<file path="src/rtl/inst_seq_buff_if.sv">
// ============================================================================
// Module      : inst_seq_buff_if
// Description : Host-load, control and decoder-stream signals of the
//               instruction sequence buffer, bundled as one interface.
// Revision    : 1.0 - initial release
// ============================================================================
`default_nettype none

interface inst_seq_buff_if #(
    parameter int INST_WIDTH = 25,
    parameter int AW         = 6
);
    logic                  wr_en;
    logic [AW-1:0]         wr_addr;
    logic [INST_WIDTH-1:0] wr_data;
    logic                  wr_err;
    logic                  start;
    logic [AW-1:0]         start_addr;
    logic                  stop;
    logic [INST_WIDTH-1:0] inst_out;
    logic [AW-1:0]         inst_pc;
    logic                  inst_valid;
    logic                  inst_ready;
    logic                  busy;
    logic                  done;

    // Host / decoder side
    modport master (
        output wr_en, wr_addr, wr_data, start, start_addr, stop, inst_ready,
        input  wr_err, inst_out, inst_pc, inst_valid, busy, done
    );

    // Buffer side
    modport slave (
        input  wr_en, wr_addr, wr_data, start, start_addr, stop, inst_ready,
        output wr_err, inst_out, inst_pc, inst_valid, busy, done
    );
endinterface

`default_nettype wire

</file>
<file path="src/rtl/inst_seq_buff.sv">
// ============================================================================
// Module      : inst_seq_buff
// Description : Instruction buffer with fetch sequencer. Loaded by the host
//               while idle, then streams words from a start address to the
//               decoder over valid/ready until a halt word or a stop.
// Revision    : 1.0 - initial release
// ============================================================================
`default_nettype none

module inst_seq_buff #(
    parameter int         INST_WIDTH  = 25,
    parameter int         INST_COUNT  = 64,
    parameter logic [1:0] HALT_OPCODE = 2'b11,
    parameter int         AW          = $clog2(INST_COUNT)
) (
    input  wire logic          clk_i,
    input  wire logic          reset_ni,
    inst_seq_buff_if.slave     bus_s
);

    localparam logic [INST_WIDTH-1:0] c_HALT_WORD =
        {HALT_OPCODE, {(INST_WIDTH-2){1'b0}}};

    typedef enum logic [1:0] {
        S_IDLE = 2'd0,
        S_RUN  = 2'd1,
        S_HALT = 2'd2
    } state_t;

    state_t                state_q;
    logic [INST_WIDTH-1:0] mem_q [INST_COUNT];
    logic [AW-1:0]         pc_q;
    logic [INST_WIDTH-1:0] inst_q;
    logic                  valid_q;
    logic                  done_q;
    logic                  wr_err_q;

    logic                  w_running;
    logic                  w_wr_ok;
    logic                  w_handshake;
    logic [AW-1:0]         w_pc_d;
    logic [INST_WIDTH-1:0] w_start_word;
    logic [INST_WIDTH-1:0] w_next_word;

    function automatic logic is_halt(input logic [INST_WIDTH-1:0] word);
        return word[INST_WIDTH-1 -: 2] == HALT_OPCODE;
    endfunction

    assign w_running   = (state_q == S_RUN);
    assign w_wr_ok     = bus_s.wr_en && !w_running;
    assign w_handshake = valid_q && bus_s.inst_ready;
    assign w_pc_d      = pc_q + 1'b1;   // AW bits: wraps at INST_COUNT
    assign w_next_word = mem_q[w_pc_d];

    // A same-cycle write to the start address is forwarded so the first word
    // reflects the value being committed.
    assign w_start_word = (w_wr_ok && (bus_s.wr_addr == bus_s.start_addr))
                        ? bus_s.wr_data : mem_q[bus_s.start_addr];

    // Program storage: cleared to halt words on reset, writable when not running.
    always_ff @(posedge clk_i or negedge reset_ni) begin
        if (!reset_ni) begin
            for (int i = 0; i < INST_COUNT; i++) begin
                mem_q[i] <= c_HALT_WORD;
            end
        end else if (w_wr_ok) begin
            mem_q[bus_s.wr_addr] <= bus_s.wr_data;
        end
    end

    // Sequencer FSM with registered stream outputs and status pulses.
    always_ff @(posedge clk_i or negedge reset_ni) begin
        if (!reset_ni) begin
            state_q  <= S_IDLE;
            pc_q     <= '0;
            inst_q   <= c_HALT_WORD;
            valid_q  <= 1'b0;
            done_q   <= 1'b0;
            wr_err_q <= 1'b0;
        end else begin
            done_q   <= 1'b0;
            wr_err_q <= 1'b0;
            case (state_q)
                S_IDLE, S_HALT: begin
                    // stop beats start; stop alone is a no-op here
                    if (bus_s.start && !bus_s.stop) begin
                        pc_q   <= bus_s.start_addr;
                        inst_q <= w_start_word;
                        if (is_halt(w_start_word)) begin
                            state_q <= S_HALT;
                            valid_q <= 1'b0;
                            done_q  <= 1'b1;
                        end else begin
                            state_q <= S_RUN;
                            valid_q <= 1'b1;
                        end
                    end
                end
                S_RUN: begin
                    wr_err_q <= bus_s.wr_en;
                    if (bus_s.stop) begin
                        // any concurrent handshake consumes the current word;
                        // nothing further is fetched
                        state_q <= S_IDLE;
                        valid_q <= 1'b0;
                    end else if (w_handshake) begin
                        pc_q   <= w_pc_d;
                        inst_q <= w_next_word;
                        if (is_halt(w_next_word)) begin
                            state_q <= S_HALT;
                            valid_q <= 1'b0;
                            done_q  <= 1'b1;
                        end
                    end
                end
                default: begin
                    state_q <= S_IDLE;
                    valid_q <= 1'b0;
                end
            endcase
        end
    end

    assign bus_s.inst_out   = inst_q;
    assign bus_s.inst_pc    = pc_q;
    assign bus_s.inst_valid = valid_q;
    assign bus_s.busy       = w_running;
    assign bus_s.done       = done_q;
    assign bus_s.wr_err     = wr_err_q;

endmodule

`default_nettype wire

</file>
<file path="src/flat_wrapper.sv">
// flat-port wrapper written by rule: the top's interface ports become plain ports
module inst_seq_buff_flat 
#(
    parameter int         INST_WIDTH  = 25,
    parameter int         INST_COUNT  = 64,
    parameter logic [1:0] HALT_OPCODE = 2'b11,
    parameter int         AW          = $clog2(INST_COUNT)
)
  (clk_i, reset_ni, bus_s_wr_en, bus_s_wr_addr, bus_s_wr_data, bus_s_start, bus_s_start_addr, bus_s_stop, bus_s_inst_ready, bus_s_wr_err, bus_s_inst_out, bus_s_inst_pc, bus_s_inst_valid, bus_s_busy, bus_s_done);
  inst_seq_buff_if #(.INST_WIDTH(INST_WIDTH), .AW(AW)) bus_s_i ();
  input  wire logic clk_i;
  input  wire logic reset_ni;
  input wire logic [$bits(bus_s_i.wr_en)-1:0] bus_s_wr_en;
  input wire logic [$bits(bus_s_i.wr_addr)-1:0] bus_s_wr_addr;
  input wire logic [$bits(bus_s_i.wr_data)-1:0] bus_s_wr_data;
  input wire logic [$bits(bus_s_i.start)-1:0] bus_s_start;
  input wire logic [$bits(bus_s_i.start_addr)-1:0] bus_s_start_addr;
  input wire logic [$bits(bus_s_i.stop)-1:0] bus_s_stop;
  input wire logic [$bits(bus_s_i.inst_ready)-1:0] bus_s_inst_ready;
  output wire logic [$bits(bus_s_i.wr_err)-1:0] bus_s_wr_err;
  output wire logic [$bits(bus_s_i.inst_out)-1:0] bus_s_inst_out;
  output wire logic [$bits(bus_s_i.inst_pc)-1:0] bus_s_inst_pc;
  output wire logic [$bits(bus_s_i.inst_valid)-1:0] bus_s_inst_valid;
  output wire logic [$bits(bus_s_i.busy)-1:0] bus_s_busy;
  output wire logic [$bits(bus_s_i.done)-1:0] bus_s_done;
  assign bus_s_i.wr_en = bus_s_wr_en;
  assign bus_s_i.wr_addr = bus_s_wr_addr;
  assign bus_s_i.wr_data = bus_s_wr_data;
  assign bus_s_i.start = bus_s_start;
  assign bus_s_i.start_addr = bus_s_start_addr;
  assign bus_s_i.stop = bus_s_stop;
  assign bus_s_i.inst_ready = bus_s_inst_ready;
  assign bus_s_wr_err = bus_s_i.wr_err;
  assign bus_s_inst_out = bus_s_i.inst_out;
  assign bus_s_inst_pc = bus_s_i.inst_pc;
  assign bus_s_inst_valid = bus_s_i.inst_valid;
  assign bus_s_busy = bus_s_i.busy;
  assign bus_s_done = bus_s_i.done;
  inst_seq_buff #(.INST_WIDTH(INST_WIDTH), .INST_COUNT(INST_COUNT), .HALT_OPCODE(HALT_OPCODE), .AW(AW)) u_core (.clk_i(clk_i), .reset_ni(reset_ni), .bus_s(bus_s_i));
endmodule
</file>
<file path="config.mk">
export PLATFORM = sky130hd
export DESIGN_NAME = inst_seq_buff_flat
export DESIGN_NICKNAME = d
export VERILOG_FILES = /design/src/rtl/inst_seq_buff_if.sv /design/src/rtl/inst_seq_buff.sv /design/src/flat_wrapper.sv
export SDC_FILE = /design/constraint.sdc
export NUM_CORES = 2
export LEC_CHECK = 0
export CAP_MARGIN = 30
export CORE_ASPECT_RATIO = 1.4
export CORE_MARGIN = 3
export CORE_UTILIZATION = 48
export CTS_CLUSTER_DIAMETER = 30
export DETAILED_ROUTE_END_ITERATION = 6
export PLACE_DENSITY = 0.66
export SYNTH_ARGS = -nofsm -noshare
export SYNTH_HDL_FRONTEND = slang
export SYNTH_SLANG_ARGS = --single-unit
export TNS_END_PERCENT = 30
</file>
<file path="constraint.sdc">
create_clock -name clk_i -period 4.82 [get_ports clk_i]
set_input_delay 0.964 -clock clk_i [delete_from_list [all_inputs] [get_ports clk_i]]
set_output_delay 0.964 -clock clk_i [all_outputs]
set_load 0.01 [all_outputs]
</file>
==> flow_metrics.env <==
# physical design summary
export IMPL_status="finished with violations"
export IMPL_failed_checks="DRC"
export IMPL_fp_utilization=0.486
export IMPL_sh_comb_area=0.430
export IMPL_hp_class="input port to async pin"
export IMPL_ff_type="dfrtp_1"
export IMPL_powerClk_w=0.0222
export IMPL_cts_buffers_inserted=310
export IMPL_cpMaxStageDelayCell="a2111oi_1"
export IMPL_netlist_area_um2=87600
export IMPL_r2r_end="u_core.bus_s.inst_out[2]"
export IMPL_top_cell="mux2_2"
export IMPL_slew_violations=0
export IMPL_cts_tree="yes"
export IMPL_largest_reg_flops=1600
export IMPL_ir_drop_v=0.000428
export IMPL_n_antenna_cell=11
export IMPL_drt_pass1_iter_count=7
export IMPL_drive_gt1_frac=0.618
export IMPL_cp_end_kind="flip-flop"
export IMPL_max_slew_worst_pin_slew_ps=1070
export IMPL_fin_crit_sh=0.828
export IMPL_wl_per_cell_um=33.7
export IMPL_synth_flops=1636
export IMPL_crit_chain="ha_4, buf_12, buf_4, mux4_2, mux4_2, and2_0, a2111oi_1, buf_4, nor4_1"
export IMPL_clk_share=0.104
export IMPL_top_area_cell="dfrtp_1"
export IMPL_ys_cells=5553
export IMPL_comb_cells=3286
export IMPL_io_pins=78
export IMPL_seqCellArea_um2=41100
export IMPL_remaining_drc_errors=1
export IMPL_max_freq_mhz=251
export IMPL_cts_path_max_buffers=4
export IMPL_layout_top_cell="mux2_2"
export IMPL_reg2reg_depth=9
export IMPL_cts_setup_buffers=0
export IMPL_via_per_inst=6.75
export IMPL_synthDistinctLibCells=63
export IMPL_drt_iter0_drc=5293
export IMPL_cts_root_buf="clkbuf_16"
export IMPL_synthSimpleGateAreaFrac=0.0263
export IMPL_dp_cells=7709
export IMPL_crit_path_max_fanout=27
export IMPL_leakage_nw=44.9
export IMPL_top_cell_area_share=0.430
export IMPL_synth_area_mux_share=0.455
export IMPL_place_congestion=0.906
export IMPL_cp_num_cells=9
export IMPL_cts_resized=0
export IMPL_p_int_w=0.0376
export IMPL_regMostFlops="u_core.mem_q"
export IMPL_post_place_ws_ps=635
export IMPL_dominant_cells="combinational gates"
export IMPL_drv_cap=0
export IMPL_yosys_area_um2=87600
export IMPL_timing_critical_path_buf_inv=3
export IMPL_powerDensity_nw_per_um2=527
export IMPL_buffers=342
export IMPL_setup_tns_ps=0
export IMPL_lay_top_cells="mux2_2, dfrtp_1, mux4_2"
export IMPL_portBuffers=77
export IMPL_nFillCells=14000
export IMPL_ys_sh_xor=0.00148
export IMPL_htreeDepth=5
export IMPL_rows=184
export IMPL_nonClkBufAreaFrac=0.0351
export IMPL_ys_top_cells_by_count="mux2_2, dfrtp_1, mux4_2"
export IMPL_die_x_um=367
export IMPL_whs_ps=104
export IMPL_reg2reg_slack_ps=830
export IMPL_seq_cell_power_w=0.0171
export IMPL_power_w=0.0542
export IMPL_grt_max_degree=140
export IMPL_sh_seq_area=0.400
export IMPL_p_comb_w=0.0148
export IMPL_grt_antenna_before_repair=7
## routing by layer
metal  track usage  wire length (um)  up-vias  share of wire
li1              -                 -    21800              -
met1         0.388            107000    30600           0.38
met2         0.464            132000     2699           0.47
met3        0.0557             20400      721          0.073
met4         0.175             19300        0          0.069
met5             0                 0        -              0
## how the worst max path moves through the flow
stage | start | to | slack (ps)
global route | u_core.bus_s.inst_pc[0] | u_core.bus_s.inst_out[2] | 780
floorplan | bus_s_start_addr[0] | u_core.bus_s.inst_out[21] | 1610
global placement | bus_s_wr_addr[3] | u_core.bus_s.inst_out[10] | 710
finish | u_core.bus_s.inst_pc[0] | u_core.bus_s.inst_out[2] | 830
detailed placement | bus_s_wr_addr[3] | u_core.bus_s.inst_out[12] | 640
CTS | u_core.bus_s.inst_pc[0] | u_core.bus_s.inst_out[2] | 800
Figure 1. Congestion heat map.
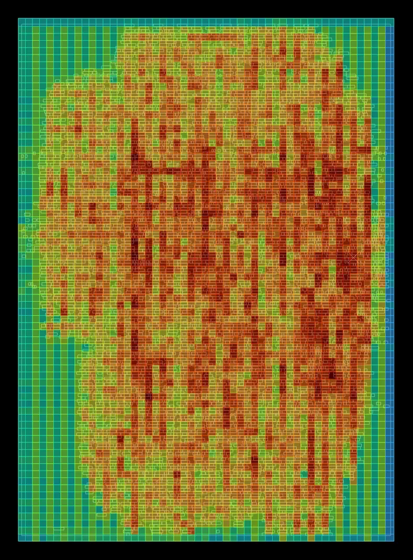
post-route core utilization: 0.569
most used routing layer: met2
met2 usage: 0.464
GRT met3 Usage: 0.0557
gr usage total: 0.297

Figure 2. Signal wires on met3.
The bar under the picture is 100 um long.
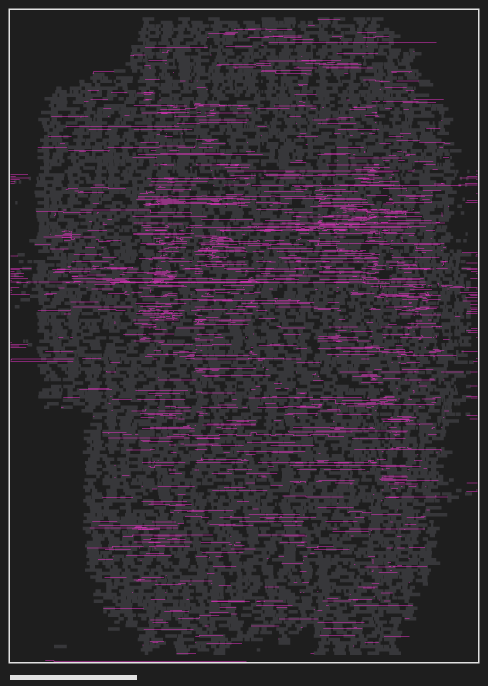
longest straight run: 187 um
share of all routed wire: 7.3%
vias: 55800
Post-Route WL: 279 mm

Figure 3. Metal 2.
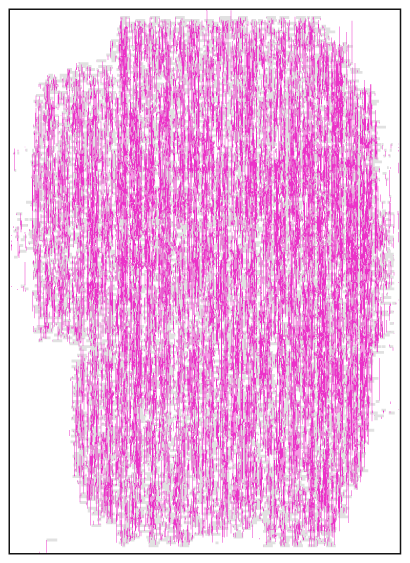
longest straight run: 166 um
main direction: vertical

Figure 4. Routed clock nets over the placement.
The bar under the picture is 100 um long.
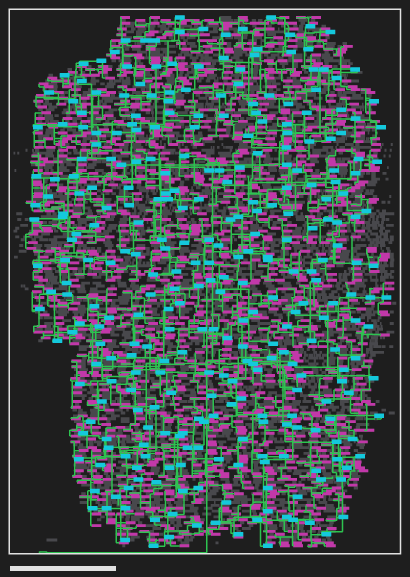
legend:
  green:
    item: clock wires
    length: 23.9 mm
  cyan:
    item: cells driving clock nets
    count: 310
  magenta:
    item: flip-flops
    count: 1636
routed clock nets: 311
flops lie: spread over the die
Max Clock Skew: 52.5 ps
latest clock arrival within the worst-skew pair: 840 ps

